### config.mk
export PLATFORM = sky130hd
export DESIGN_NAME = pll_rst_seq
export DESIGN_NICKNAME = d
export VERILOG_FILES = /design/src/rtl/pll_rst_seq_pkg.sv /design/src/rtl/pll_rst_seq_sync.sv /design/src/rtl/pll_rst_seq.sv
export SDC_FILE = /design/constraint.sdc
export NUM_CORES = 1
export LEC_CHECK = 0
export CORE_AREA = 10 10 81 83
export CTS_BUF_LIST = sky130_fd_sc_hd__clkbuf_4 sky130_fd_sc_hd__clkbuf_8 sky130_fd_sc_hd__clkbuf_16
export DETAILED_ROUTE_END_ITERATION = 10
export DIE_AREA = 0 0 91 93
export GPL_TIMING_DRIVEN = 0
export HOLD_SLACK_MARGIN = 0.02
export PLACE_DENSITY = 0.84
export RECOVER_POWER = 25
export SLEW_MARGIN = 0
export SYNTH_ARGS = -nofsm -noshare
export SYNTH_HDL_FRONTEND = slang
export SYNTH_SLANG_ARGS = --single-unit
### constraint.sdc
create_clock -name clk -period 2.15 [get_ports clk]
set_input_delay 0.43 -clock clk [delete_from_list [all_inputs] [get_ports clk]]
set_output_delay 0.43 -clock clk [all_outputs]
set_load 0.1 [all_outputs]
### src/rtl/pll_rst_seq_pkg.sv
// Shared types and constants for the PLL / PSRAM reset sequencer.
package pll_rst_seq_pkg;

  typedef enum logic [1:0] {
    PLL_RST    = 2'd0,
    WAIT_LOCK  = 2'd1,
    PSRAM_INIT = 2'd2,
    RUN        = 2'd3
  } state_t;

  localparam int CTR_W = 8;
  localparam logic [CTR_W-1:0] CTR_MAX = 8'hFF;

  // Event counters stick at CTR_MAX instead of wrapping.
  function automatic logic [CTR_W-1:0] sat_inc(input logic [CTR_W-1:0] v);
    return (v == CTR_MAX) ? v : v + 8'd1;
  endfunction

endpackage

### src/rtl/pll_rst_seq_sync.sv
// Multi-flop synchronizer for one asynchronous level signal; q resets to 0.
module sync_bit #(
  parameter int STAGES = 2
) (
  input  logic clk,
  input  logic rst,
  input  logic d,
  output logic q
);

  logic [STAGES-1:0] ff;

  always_ff @(posedge clk) begin
    if (rst) ff <= '0;
    else     ff <= {ff[STAGES-2:0], d};
  end

  assign q = ff[STAGES-1];

endmodule

### src/rtl/pll_rst_seq.sv
// PLL / PSRAM / system reset sequencer running on the crystal clock.
// Optional lock-loss counter port enabled by defining PLL_RST_SEQ_LOSS_CNT_EN.
import pll_rst_seq_pkg::*;

module pll_rst_seq #(
  parameter int SYNC_STAGES    = 2,
  parameter int PLL_RST_CYCLES = 16,
  parameter int STABLE_CYCLES  = 1024,
  parameter int LOCK_TIMEOUT   = 65535,
  parameter int CALIB_TIMEOUT  = 16384,
  parameter int CNT_W          = 16
) (
  input  logic       clk,
  input  logic       rst,
  input  logic       pll_lock,
  input  logic       calib_done,
  output logic       pll_rst,
  output logic       psram_rst,
  output logic       sys_rst,
  output logic       ready,
  output logic [7:0] retry_cnt,
`ifdef PLL_RST_SEQ_LOSS_CNT_EN
  output logic [7:0] lock_loss_cnt,
`endif
  output logic [1:0] dbg_state
);

  localparam logic [CNT_W-1:0] RST_LAST    = CNT_W'(PLL_RST_CYCLES - 1);
  localparam logic [CNT_W-1:0] STABLE_LAST = CNT_W'(STABLE_CYCLES - 1);
  localparam logic [CNT_W-1:0] LOCK_LAST   = CNT_W'(LOCK_TIMEOUT - 1);
  localparam logic [CNT_W-1:0] CALIB_LAST  = CNT_W'(CALIB_TIMEOUT - 1);

  logic lock_s, cal_s;

  sync_bit #(.STAGES(SYNC_STAGES)) u_sync_lock (
    .clk (clk),
    .rst (rst),
    .d   (pll_lock),
    .q   (lock_s)
  );

  sync_bit #(.STAGES(SYNC_STAGES)) u_sync_cal (
    .clk (clk),
    .rst (rst),
    .d   (calib_done),
    .q   (cal_s)
  );

  state_t           state, state_nxt;
  logic [CNT_W-1:0] cnt, cnt_nxt;
  logic [CNT_W-1:0] tcnt, tcnt_nxt;
  logic             retry_inc;

  always_comb begin
    state_nxt = state;
    cnt_nxt   = cnt + 1'b1;
    tcnt_nxt  = tcnt + 1'b1;
    retry_inc = 1'b0;
    case (state)
      PLL_RST: begin
        if (cnt == RST_LAST) state_nxt = WAIT_LOCK;
      end
      WAIT_LOCK: begin
        // A completed stability window beats a timeout landing on the same cycle.
        if (lock_s && cnt == STABLE_LAST) begin
          state_nxt = PSRAM_INIT;
        end else if (tcnt == LOCK_LAST) begin
          state_nxt = PLL_RST;
          retry_inc = 1'b1;
        end else if (!lock_s) begin
          cnt_nxt = '0;
        end
      end
      PSRAM_INIT: begin
        if (!lock_s) begin
          state_nxt = PLL_RST;
        end else if (cal_s) begin
          state_nxt = RUN;
        end else if (cnt == CALIB_LAST) begin
          state_nxt = PLL_RST;
          retry_inc = 1'b1;
        end
      end
      RUN: begin
        if (!lock_s) state_nxt = PLL_RST;
      end
      default: state_nxt = PLL_RST;
    endcase
    if (state_nxt != state) begin
      cnt_nxt  = '0;
      tcnt_nxt = '0;
    end
  end

  always_ff @(posedge clk) begin
    if (rst) begin
      state     <= PLL_RST;
      cnt       <= '0;
      tcnt      <= '0;
      pll_rst   <= 1'b1;
      psram_rst <= 1'b1;
      sys_rst   <= 1'b1;
      ready     <= 1'b0;
      retry_cnt <= '0;
    end else begin
      state     <= state_nxt;
      cnt       <= cnt_nxt;
      tcnt      <= tcnt_nxt;
      // Outputs decode the state being entered so they change on the transition edge.
      pll_rst   <= (state_nxt == PLL_RST);
      psram_rst <= !(state_nxt == PSRAM_INIT || state_nxt == RUN);
      sys_rst   <= (state_nxt != RUN);
      ready     <= (state_nxt == RUN);
      if (retry_inc) retry_cnt <= sat_inc(retry_cnt);
    end
  end

`ifdef PLL_RST_SEQ_LOSS_CNT_EN
  // RUN is only ever left because lock dropped.
  always_ff @(posedge clk) begin
    if (rst)                                     lock_loss_cnt <= '0;
    else if (state == RUN && state_nxt == PLL_RST) lock_loss_cnt <= sat_inc(lock_loss_cnt);
  end
`endif

  assign dbg_state = state;

endmodule
==> run_1/met2.png <==
Drawn at 4 px/um.
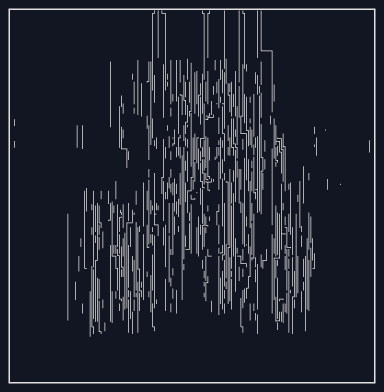
The layer holds 50% of the routed length. The longest straight run is 36.0 um.

==> run_1/pins.png <==
Drawn at 4 px/um. Pins as bars across the die edge, other pins in grey.
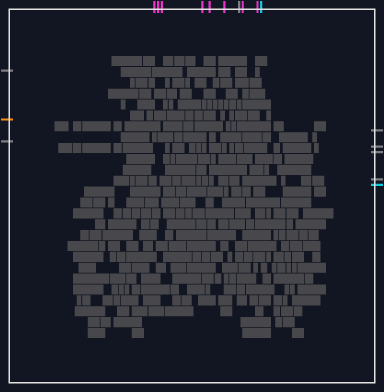
Key: orange = `calib_done` [pins 1, direction input, edge west]; magenta = `retry_cnt` [pins 8, direction output, edge north]; cyan = `dbg_state` [pins 2, direction output, edge 1 north, 1 east]
All pins by edge: 10 north, 5 east, 3 west.

==> out/qor.yml, run 1 <==
yosys:
  synth_area_leader_cell: "sky130_fd_sc_hd__dfxtp_1"
  synth.most_common_cell: "sky130_fd_sc_hd__dfxtp_1"
  synth_nets: 280
  synth-edff-count: 0
  post_synth_xor_area_fraction: 0.1131
  postSynth.asyncResetShare: 0
worst_setup_path:
  critical_path.cell_chain: "nand4_1, a211o_1, o211a_1, or4_4, o211ai_4, buf_6, nor4_1"
  reg2reg_slack_ns: -0.04
  rr_endpoint: "cnt[12]$_SDFF_PP0_"
  worst_endpoint_required_time_ns: 2.34
  worstSetupPathType: "flip-flop to flip-flop"
  reg2regPathDepth: 7
  critical_path.slowest_cell: "sky130_fd_sc_hd__or4_4"
clocking:
  worst_setup_hold_path_clk_slew_ns: 0.09
  clock.latency.late_pin_ns: 0.31
  cts_hold_repair.buffers: 0
floorplanning:
  initCoreUtil: 0.4945
  height_of_the_chip_um: 93
grt:
  number_of_antenna_violations_at_the_first_check_in_global_routing: 0
  grt_usage: 0.1263
  global_route.overflow_total: 0
power:
  irDropWorstVdd_v: 0.0005190
  netSwitchingPower_w: 0.001044
  leakage_nw: 1.173
  combinational_share_of_power: 0.369
timing:
  report.final.slew_viol_count: 0
  grt_setup_unrepaired: "true"
  final.setup.worst_slack_ns: -0.04012
  report.final.setup_viol: 28
  max_freq_mhz: 456.6
  fin_crit_ns: 2.190
routing:
  wl_per_cell_um: 15.04
run_status:
  status: "complete, but fails checks"
  violations: "negative setup slack"
min_path:
  min_path_cells: 1
place:
  gp_congestion: 0.8846
==> run_1/port_nets.png <==
Drawn at 3 px/um.
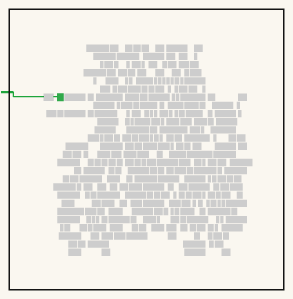
Key: green = `calib_done` [direction input, edge west, end cells 1, buffers 1, wire 13.7 um]

run 1: sequential cells by signal (all words and copies together), names as in the netlist:
signal,flops
u_sync_lock.ff,2
pll_rst,1
tcnt,16
psram_rst,1
cnt,16
dbg_state,2
ready,1
retry_cnt,8
u_sync_cal.ff,2
sys_rst,1
run 1: critical path: cells and delay by family (launching register included):
family / cells / cell delay [ns]
AOI/OAI and AO/OA: 3 / 0.75
buffers and inverters: 1 / 0.20
DFF: 1 / 0.44
and+or+nand+nor: 3 / 0.69
run 1: cell type report:
| class | instances | area share |
|---|---|---|
| Inverter | 9 | 0.01047 |
| Clock buffer | 6 | 0.02364 |
| Clock inverter | 2 | 0.004264 |
| Tap cell | 70 | 0.02713 |
| Buffer | 10 | 0.02558 |
| Multi-Input combinational cell | 197 | 0.4926 |
| Sequential cell | 50 | 0.3209 |
| Timing Repair Buffer | 37 | 0.09535 |
run 1: metrics by stage:
step	cell area, um2	setup TNS (ns)	util	total power, W	setup slack, ns
after floorplan	2540	-1.017	-	0.001741	-0.03514
after global placement	2798	-8.677	0.5584	0.001893	-0.3639
after detailed placement	2798	-10.16	0.5584	0.001916	-0.4165
after CTS	3040	0	0.6069	0.002525	0.002311
after global routing	3228	-4.311	0.6444	0.002726	-0.1712
final	3228	-0.5831	0.6444	0.002586	-0.04012
run 1: metal layers:
metal	track usage	vias up	routed length (um)
met5	0	-	0
met4	0.05091	0	93
met3	0.03757	10	197
met2	0.2130	35	2872
met1	0.1473	1018	2565
li1	-	1067	-
run 1: worst max-delay path by stage:
stage,from,cells after the start,slack (ns),to
after global routing,tcnt[8]$_SDFF_PP0_,8,-0.17,retry_cnt[6]$_SDFFE_PP0P_
after CTS,cnt[7]$_SDFF_PP0_,8,0.002,tcnt[13]$_SDFF_PP0_
after floorplan,dbg_state[1]$_SDFF_PP0_,7,-0.04,cnt[11]$_SDFF_PP0_
after global placement,cnt[10]$_SDFF_PP0_,6,-0.36,cnt[15]$_SDFF_PP0_
after detailed placement,cnt[10]$_SDFF_PP0_,6,-0.42,cnt[15]$_SDFF_PP0_
final,cnt[11]$_SDFF_PP0_,7,-0.04,cnt[12]$_SDFF_PP0_
run 1: cell usage in the layout (no fill, tap or decap), types with 5 or more instances in the layout:
master	instances
sky130_fd_sc_hd__nor4_2	9
sky130_fd_sc_hd__nor2b_1	6
sky130_fd_sc_hd__inv_1	8
sky130_fd_sc_hd__clkbuf_4	5
sky130_fd_sc_hd__nor2_1	17
sky130_fd_sc_hd__buf_4	16
sky130_fd_sc_hd__buf_6	8
sky130_fd_sc_hd__dfxtp_2	16
sky130_fd_sc_hd__nand3_1	17
sky130_fd_sc_hd__xnor2_1	14
sky130_fd_sc_hd__dlygate4sd2_1	12
sky130_fd_sc_hd__xor2_1	18
sky130_fd_sc_hd__nand2_1	20
sky130_fd_sc_hd__dfxtp_1	30
sky130_fd_sc_hd__clkbuf_8	5
sky130_fd_sc_hd__nand4_1	8
sky130_fd_sc_hd__nor4_1	24
run 1: timing repair:
item | in CTS | in global routing
endpoints found under the setup margin | 53 | 40
buffers inserted | 11 | 6
pin swaps | 7 | 14
gates resized | 38 | 38
gates cloned | 3 | 0
## Run 2: what changed since run 1
--- a/config.mk
+++ b/config.mk
@@ -5,6 +5,7 @@
 export SDC_FILE = /design/constraint.sdc
 export NUM_CORES = 1
 export LEC_CHECK = 0
+export ABC_CLOCK_PERIOD_IN_PS = 2150
 export CORE_AREA = 10 10 81 83
 export CTS_BUF_LIST = sky130_fd_sc_hd__clkbuf_4 sky130_fd_sc_hd__clkbuf_8 sky130_fd_sc_hd__clkbuf_16
 export DETAILED_ROUTE_END_ITERATION = 10
@@ -13,7 +14,6 @@
 export HOLD_SLACK_MARGIN = 0.02
 export PLACE_DENSITY = 0.84
 export RECOVER_POWER = 25
-export SLEW_MARGIN = 0
 export SYNTH_ARGS = -nofsm -noshare
 export SYNTH_HDL_FRONTEND = slang
 export SYNTH_SLANG_ARGS = --single-unit
==> run_2/metal_stack.png <==
Drawn at 3 px/um. Only two layers are drawn.
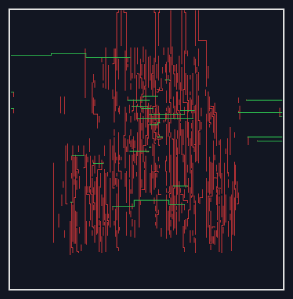
Key: green = met3 [wire length 197 um]; red = met2 [wire length 2870 um]

==> out/qor.yml, run 2 <==
worst_setup_path:
  worst_endpoint_required_time_ns: 2.34  # about the same
  worstSetupPathType: "flip-flop to flip-flop"
routing:
  wl_per_cell_um: 15.04  # unchanged
  wl_met1_um: 2565  # unchanged
  dr.max_layer_used: "met4"
  detailroute.wirelength.met3_um: 197  # unchanged
grt:
  number_of_antenna_violations_at_the_first_check_in_global_routing: 0  # unchanged
  global_route.overflow_total: 0  # unchanged
timing:
  final.setup.worst_slack_ns: -0.04012  # unchanged
  max_freq_mhz: 456.6  # unchanged
  total_neg_setup_slack_ns: -0.5831  # unchanged
  fin_crit_ns: 2.190  # unchanged
  report.final.setup_viol: 28  # unchanged
clocking:
  clock.latency.late_pin_ns: 0.31  # about the same
  worst_setup_hold_path_clk_slew_ns: 0.09  # about the same
  cts_hold_repair.buffers: 0  # unchanged
power:
  irDropWorstVdd_v: 0.0005190  # unchanged
  leakage_nw: 1.173  # unchanged
yosys:
  synth_nets: 280  # unchanged
  synth-edff-count: 0  # unchanged
  synth_area_leader_cell: "sky130_fd_sc_hd__dfxtp_1"
  postSynth.asyncResetShare: 0  # unchanged
run_status:
  status: "complete, but fails checks"
  violations: "negative setup slack"
floorplanning:
  initCoreUtil: 0.4945  # unchanged
place:
  gp_congestion: 0.8846  # unchanged
  place_worst_setup_slack_ns: -0.4165  # unchanged
layout:
  layout.cells.most_common_list: "sky130_fd_sc_hd__dfxtp_1, sky130_fd_sc_hd__nor4_1, sky130_fd_sc_hd__nand2_1"
==> run_2/met2.png <==
Drawn at 4 px/um.
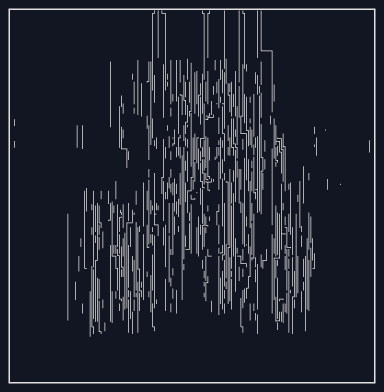
The longest straight run is 36.0 um. The wires run mostly vertical. The layer carries 2870 um of wire. The layer holds 50% of the routed length.

run 2: cell counts in the layout (fill, tap and decap cells not counted):
No cell type changed its count.
run 2: final cells by class:
class | count | area, um2 | area share
clock inverter | 2 | 13.76 | 0.004264
sequential | 50 | 1036 | 0.3209
buffer | 10 | 82.58 | 0.02558
clock buffer | 6 | 76.32 | 0.02364
inverter | 9 | 33.78 | 0.01047
tap | 70 | 87.58 | 0.02713
multi-input combinational | 197 | 1590 | 0.4926
timing repair buffer | 37 | 307.8 | 0.09535
run 2: final timing paths:
path | from | end | slack, ns | depth (start not counted)
setup / recovery | cnt[11]$_SDFF_PP0_ | cnt[12]$_SDFF_PP0_ | -0.04 | 7
hold reg to reg | u_sync_cal.ff[0]$_SDFF_PP0_ | u_sync_cal.ff[1]$_SDFF_PP0_ | 0.44 | 1
hold / removal | u_sync_cal.ff[0]$_SDFF_PP0_ | u_sync_cal.ff[1]$_SDFF_PP0_ | 0.44 | 1
setup reg to reg | cnt[11]$_SDFF_PP0_ | cnt[12]$_SDFF_PP0_ | -0.04 | 7
run 2: stage by stage:
stage | total power (W) | cell area (um2) | hold WS, ns
after floorplan | 0.001741 | 2540 | 0.4138
after global placement | 0.001893 | 2798 | 0.4221
after detailed placement | 0.001916 | 2798 | 0.4288
after CTS | 0.002525 | 3040 | 0.4499
after global routing | 0.002726 | 3228 | 0.4596
final | 0.002586 | 3228 | 0.4448
run 2: timing repair:
item                       in CTS  in global routing
resized                        38                 38
setup buffers                  11                  6
pin swaps                       7                 14
setup endpoints to repair      53                 40
cloned                          3                  0
run 2: kinds of logic after synthesis:
kind of cell             synth area share
multiplexers                     0.008586
XOR/XNOR                           0.1131
flip-flops                         0.4040
AND-OR/OR-AND                     0.09546
adder cells (fa/ha/maj)           0.04041
buffers and inverters             0.04242
AND/OR/NAND/NOR                    0.2960
run 2: critical path, stage by stage, from the launching register on:
cell and delay [ns]:
sky130_fd_sc_hd__dfxtp_1 0.44, sky130_fd_sc_hd__nand4_1 0.18, sky130_fd_sc_hd__a211o_1 0.27, sky130_fd_sc_hd__o211a_1 0.28
sky130_fd_sc_hd__or4_4 0.45, sky130_fd_sc_hd__o211ai_4 0.20, sky130_fd_sc_hd__buf_6 0.20, sky130_fd_sc_hd__nor4_1 0.06
run 2: power by group through the flow:
stage               registers, W  logic [W]  clock network (W)
floorplan                0.00136   0.000384                  0
global placement         0.00112   0.000776                  0
finish                   0.00109   0.000953           0.000542
global route             0.00110    0.00103           0.000594
CTS                      0.00109   0.000877           0.000560
detailed placement       0.00112   0.000794                  0
run 2: metal layers:
metal / vias to the layer above / track usage
met5: - / 0
met4: 0 / 0.05091
met3: 10 / 0.03757
met2: 35 / 0.2130
met1: 1018 / 0.1473
li1: 1067 / -
Power and IR drop assume default switching activity.
